Figure 1. Metal 4 (run 1).
Supply wires on this layer in gray.
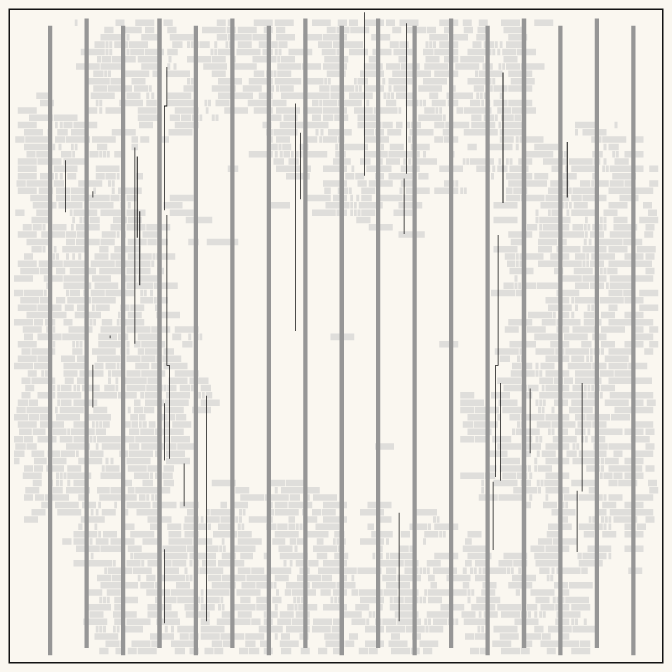
Figure 2. Sizing map (run 1).
Scale bar: 50 um.
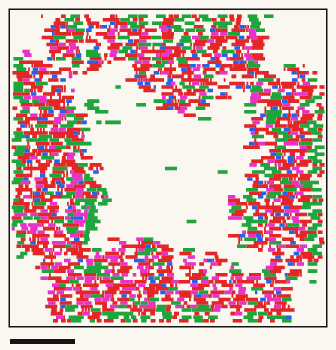
Figure 3. Met3 routing (run 1).
Scale bar: 50 um.
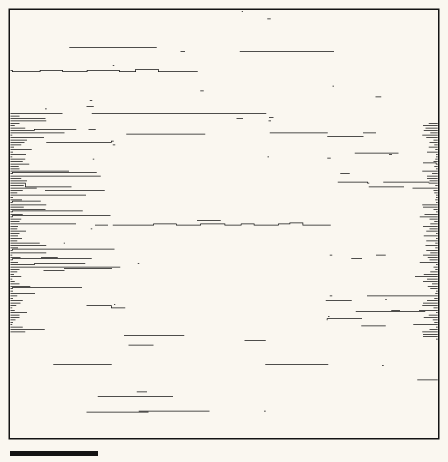
--- src/rtl/id_ex_skid_stage.sv ---
// ID->EX pipeline register with valid/ready handshake, 2-entry skid buffer,
// synchronous flush and bubble control zeroing. Optional load-use detection: ID_EX_HAZARD_DETECT_EN.
module id_ex_skid_stage #(
  parameter int XLEN      = 32,
  parameter int PC_W      = 16,
  parameter int RA_W      = 5,
  parameter int CTRL_W    = 20,
  parameter int MEMRE_BIT = 2
) (
  input  logic              clk,
  input  logic              reset,
  input  logic              flush,
  input  logic              in_valid,
  output logic              in_ready,
  input  logic [CTRL_W-1:0] in_ctrl,
  input  logic [RA_W-1:0]   in_rs1,
  input  logic [RA_W-1:0]   in_rs2,
  input  logic [RA_W-1:0]   in_rd,
  input  logic [XLEN-1:0]   in_imm,
  input  logic [XLEN-1:0]   in_rdata1,
  input  logic [XLEN-1:0]   in_rdata2,
  input  logic [PC_W-1:0]   in_pc,
  input  logic [PC_W-1:0]   in_pc_plus4,
  input  logic [PC_W-1:0]   in_dest_pc,
  output logic              out_valid,
  input  logic              out_ready,
  output logic [CTRL_W-1:0] out_ctrl,
  output logic [RA_W-1:0]   out_rs1,
  output logic [RA_W-1:0]   out_rs2,
  output logic [RA_W-1:0]   out_rd,
  output logic [XLEN-1:0]   out_imm,
  output logic [XLEN-1:0]   out_rdata1,
  output logic [XLEN-1:0]   out_rdata2,
  output logic [PC_W-1:0]   out_pc,
  output logic [PC_W-1:0]   out_pc_plus4,
  output logic [PC_W-1:0]   out_dest_pc,
  output logic              hazard_stall
);

  // Handshake: a bundle moves ID->stage when in_valid & in_ready, and
  // stage->EX when out_valid & out_ready, both sampled at the rising edge.
  localparam int BW = CTRL_W + 3*RA_W + 3*XLEN + 3*PC_W;

  typedef enum logic [1:0] {
    ST_EMPTY = 2'd0,
    ST_FULL  = 2'd1,
    ST_SKID  = 2'd2
  } state_e;

  state_e        state_q, state_d;
  logic [BW-1:0] main_q, main_d;
  logic [BW-1:0] skid_q, skid_d;
  logic [BW-1:0] in_bundle;

  logic              main_valid;
  logic              skid_valid;
  logic              hazard;
  logic              accept;
  logic              fire;

  logic [CTRL_W-1:0] m_ctrl;
  logic [RA_W-1:0]   m_rs1;
  logic [RA_W-1:0]   m_rs2;
  logic [RA_W-1:0]   m_rd;
  logic [XLEN-1:0]   m_imm;
  logic [XLEN-1:0]   m_rdata1;
  logic [XLEN-1:0]   m_rdata2;
  logic [PC_W-1:0]   m_pc;
  logic [PC_W-1:0]   m_pc_plus4;
  logic [PC_W-1:0]   m_dest_pc;

  assign in_bundle = {in_ctrl, in_rs1, in_rs2, in_rd, in_imm, in_rdata1,
                      in_rdata2, in_pc, in_pc_plus4, in_dest_pc};

  assign {m_ctrl, m_rs1, m_rs2, m_rd, m_imm, m_rdata1,
          m_rdata2, m_pc, m_pc_plus4, m_dest_pc} = main_q;

  // Valid bits are a direct decode of the registered state, so in_ready
  // never depends on out_ready.
  assign main_valid = (state_q != ST_EMPTY);
  assign skid_valid = (state_q == ST_SKID);

`ifdef ID_EX_HAZARD_DETECT_EN
  assign hazard = main_valid & m_ctrl[MEMRE_BIT] & (m_rd != '0) & in_valid &
                  ((in_rs1 == m_rd) | (in_rs2 == m_rd));
`else
  logic unused_load_flag;
  assign unused_load_flag = m_ctrl[MEMRE_BIT];
  assign hazard           = 1'b0;
`endif

  assign in_ready     = ~skid_valid & ~hazard;
  assign hazard_stall = hazard;
  assign accept       = in_valid & in_ready;
  assign fire         = main_valid & out_ready;

  assign out_valid    = main_valid;
  assign out_ctrl     = main_valid ? m_ctrl : '0;
  assign out_rs1      = m_rs1;
  assign out_rs2      = m_rs2;
  assign out_rd       = m_rd;
  assign out_imm      = m_imm;
  assign out_rdata1   = m_rdata1;
  assign out_rdata2   = m_rdata2;
  assign out_pc       = m_pc;
  assign out_pc_plus4 = m_pc_plus4;
  assign out_dest_pc  = m_dest_pc;

  always_comb begin
    state_d = state_q;
    main_d  = main_q;
    skid_d  = skid_q;
    if (flush) begin
      // Payload is left stale; only the valid state is cleared.
      state_d = ST_EMPTY;
    end else begin
      case (state_q)
        ST_EMPTY: begin
          if (accept) begin
            main_d  = in_bundle;
            state_d = ST_FULL;
          end
        end
        ST_FULL: begin
          if (accept && fire) begin
            main_d = in_bundle;
          end else if (accept) begin
            skid_d  = in_bundle;
            state_d = ST_SKID;
          end else if (fire) begin
            state_d = ST_EMPTY;
          end
        end
        ST_SKID: begin
          if (fire) begin
            main_d  = skid_q;
            state_d = ST_FULL;
          end
        end
        default: state_d = ST_EMPTY;
      endcase
    end
  end

  always_ff @(posedge clk or negedge reset) begin
    if (!reset) begin
      state_q <= ST_EMPTY;
      main_q  <= '0;
      skid_q  <= '0;
    end else begin
      state_q <= state_d;
      main_q  <= main_d;
      skid_q  <= skid_d;
    end
  end

endmodule

--- config.mk ---
export PLATFORM = sky130hd
export DESIGN_NAME = id_ex_skid_stage
export DESIGN_NICKNAME = d
export VERILOG_FILES = /design/src/rtl/id_ex_skid_stage.sv
export SDC_FILE = /design/constraint.sdc
export NUM_CORES = 1
export LEC_CHECK = 0
export CAP_MARGIN = 20
export CORE_UTILIZATION = 30
export CTS_CLUSTER_SIZE = 30
export DETAILED_ROUTE_END_ITERATION = 10
export PLACE_DENSITY = 0.6
export SETUP_SLACK_MARGIN = 0.5
export SYNTH_ARGS = -nofsm -noshare
export SYNTH_HDL_FRONTEND = slang
export SYNTH_SLANG_ARGS = --single-unit
--- constraint.sdc ---
create_clock -name clk -period 1.6 [get_ports clk]
set_input_delay 0.48 -clock clk [delete_from_list [all_inputs] [get_ports clk]]
set_output_delay 0.48 -clock clk [all_outputs]
set_load 0.05 [all_outputs]
==> out/metrics.csv, run 1 <==
stage;metric;value;unit
cells_and_area;final_cells;2635;
cells_and_area;logic_gate_count;930;
logic_synthesis;aoi_share;0.00144;
sta;fin_ws;-0.649;ns
critical_path;crit_path_max_incr_delay;0.40;ns
floorplan;num_rows;87;
run_status;violations;hold timing, setup timing;
sta;final-hold-violation-count;27;
hold_path;hp-class;in -> async;
power;sw_frac_of_total;0.315;
routing;route.met3.wl;2.88;mm
cts;cts_buffer_depth;3;
place;placement.io_buffers;364;
run_status;status;finished with violations;
power;pg_clk;9.44;mW
logic_synthesis;ys_seq_frac;0.518;
critical_path;critPathLaunchType;flop;
cells_and_area;areaGrowthSynthToFinish;50.3;%
logic_synthesis;yosysMostFrequentCell;nand2_1;
sta;hold_ws;-0.121;ns
cts;cts_sinks;360;
floorplan;fp.dieH;243;um
global_routing;grt_util_all_layers;0.161;
critical_path;cp_num_cells;12;
global_routing;grtUsageMet3;0.0420;
sta;setup_viol;516;
Back to the opening pictures, Figure 1:
nets with wire on the layer = 15
longest straight run = 84.3 um

Back to the opening pictures, Figure 2:
blue -> x2  # cells 150, most used mux2_2
magenta -> x3 and x4  # cells 297, most used mux2_4
green -> x6 and larger  # cells 332, most used buf_12
red -> x1 and smaller  # cells 1099, most used nand2_1

Back to the opening pictures, Figure 3:
wire length on this layer = 2880 um
longest straight run = 98.7 um
share of all routed wire = 6.0%
nets with wire on the layer = 207
main direction = horizontal

==> run 1 -> run 2 <==
- CAP_MARGIN: 20 -> 0
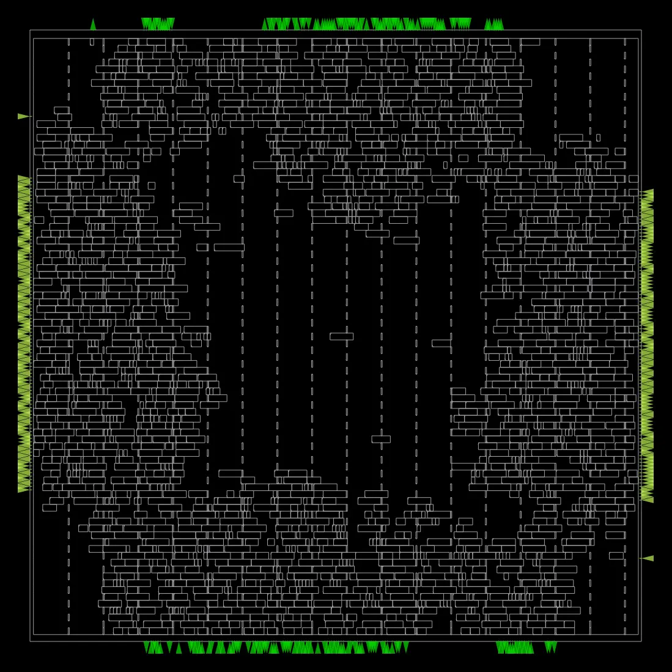
Figure 4: run 2, cell outlines without signal wires.
row cnt: 87
Fill cells: 5017
flop share of the area: 0.345
n_taps: 756

==> run 2 against run 1 <==
Against the previous run:
- the flow still finishes with violations (hold timing, setup timing)
- synthesized cell count is the same
- final cell count stayed put
- clock skew is the same
- fmax is the same
- register-to-register slack is essentially flat
- critical path depth did not move
- synthesized area stayed put
- via count unchanged
- cell area unchanged
- clock power hardly changed
- clock-buffer cell count is the same
- largest cell class unchanged
==> out/metrics.csv, run 2 <==
stage;metric;value;unit
run_status;status;finished with violations;
run_status;violations;hold timing, setup timing;
global_routing;grt_util_all_layers;0.161;
power;clkPwrFrac;0.271;
sta;fin_ws;-0.649;ns
power;sw_frac_of_total;0.315;
cts;cts_sinks;360;
hold_path;hp-class;in -> async;
sta;final-hold-violation-count;27;
power;p_seq_frac;0.377;
critical_path;cp_num_cells;12;
critical_path;crit_path_max_incr_delay;0.40;ns
cells_and_area;logic_gate_count;930;
critical_path;critPathLaunchType;flop;
cells_and_area;layout-drive-gt1-share;0.415;
sta;setup_viol;516;
place;placement.io_buffers;364;
logic_synthesis;aoi_share;0.00144;
cts;cts_buffer_depth;3;
logic_synthesis;yosysMostFrequentCell;nand2_1;
sta;hold_ws;-0.121;ns
critical_path;crit_family;buffers and inverters;
power;pg_clk;9.44;mW
routing;route.met3.wl;2.88;mm
floorplan;fp.dieH;243;um
logic_synthesis;ys_seq_frac;0.518;
cells_and_area;areaGrowthSynthToFinish;50.3;%
global_routing;grtUsageMet3;0.0420;
global_routing;grt_max_degree;82;
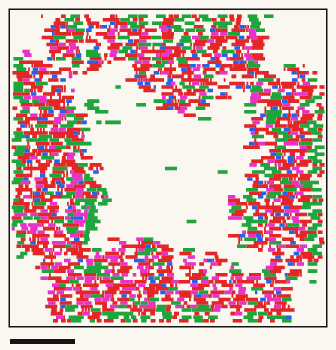
Figure 5: run 2, sizing map.
Scale bar: 50 um.
green -> x6 and larger  # cells 332, most used buf_12
magenta -> x3 and x4  # cells 297, most used mux2_4
blue -> x2  # cells 150, most used mux2_2
red -> x1 and smaller  # cells 1099, most used nand2_1

Figure 6. Signal wires by layer (run 2).
Scale bar: 50 um.
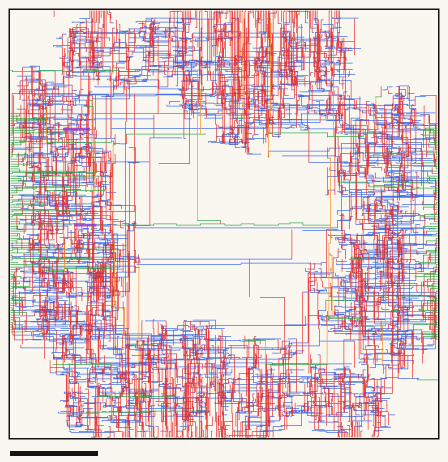

==> run 2 -> run 3 <==
- CORE_UTILIZATION: 30 -> 47
- GPL_TIMING_DRIVEN: default -> 0
- PLACE_DENSITY: 0.6 -> 0.83
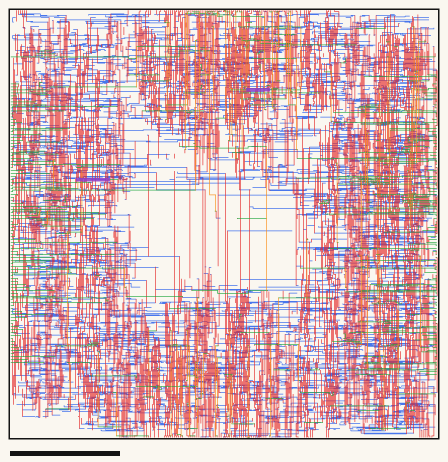
Figure 7: run 3, signal wires by layer.
Scale bar: 50 um.
blue -> M1  # wire length 21.5 mm
red -> M2  # wire length 31.2 mm
orange -> M4  # wire length 2850 um
green -> M3  # wire length 4220 um
purple -> M5  # wire length 23.0 um

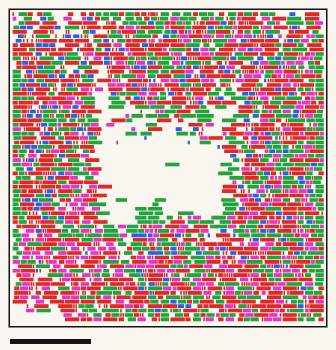
Figure 8: run 3, sizing map.
Scale bar: 50 um.
green -> x6 and larger  # cells 534, most used buf_6
blue -> x2  # cells 187, most used mux2_2
red -> x1 and smaller  # cells 1098, most used nand2_1
magenta -> x3 and x4  # cells 331, most used mux2_4

==> run 3 against run 2 <==
Against the previous run:
- synthesized cell count unchanged
- sequential power about the same
- register-to-register slack better by 0.13 ns
- the flow still finishes with violations (hold timing, setup timing)
- first-iteration DRC count up 32%
- worst hold slack better by 0.015 ns
- worst setup slack better by 0.13 ns
- die size down 36%
- largest cell class is now buffers
- sequential share of layout area down 2.8 points
- clock power up 9%
==> out/metrics.csv, run 3 <==
stage;metric;value;unit
run_status;status;finished with violations;
run_status;violations;hold timing, setup timing;
power;sw_frac_of_total;0.318;
cells_and_area;seq_share;0.317;
cts;post_cts_buffers;121;
sta;setup_viol;539;
place;placement.io_buffers;364;
cells_and_area;areaGrowthSynthToFinish;63.5;%
global_routing;grt_util_all_layers;0.298;
cells_and_area;layout-drive-gt1-share;0.489;
logic_synthesis;ys_seq_frac;0.518;
cells_and_area;antenna_cells;2;
place;dpl_cell_area;0.0222;mm2
power;p_seq_frac;0.340;
logic_synthesis;yosysMostFrequentCell;nand2_1;
sta;final-hold-violation-count;55;
floorplan;num_rows;70;
cells_and_area;logic_gate_count;930;
critical_path;cp_num_cells;9;
logic_synthesis;yosys_cells;1532;
cts;cts_buffer_depth;3;
critical_path;crit_path_max_incr_delay;0.44;ns
global_routing;grtUsageMet3;0.0743;
routing;dr.first_iter.drc_count;674;
sta;hold_ws;-0.106;ns
logic_synthesis;aoi_share;0.00144;
cells_and_area;final_util;0.778;
cells_and_area;final_cells;2620;
floorplan;tap_cells;468;
routing;route.met3.wl;4.22;mm
sta;fin_ws;-0.515;ns
cells_and_area;nFillCells;1862;
critical_path;cp_slowest_cell;dfrtp_2;
sta;fin_crit_sh;1.32;
place;place_ws;-1.05;ns
power;clkPwrFrac;0.269;
critical_path;crit_family;buffers and inverters;
critical_path;cp_num_buf_inv;6;
logic_synthesis;syn_area;0.0174;mm2
Power is estimated from default activity; no workload was simulated.
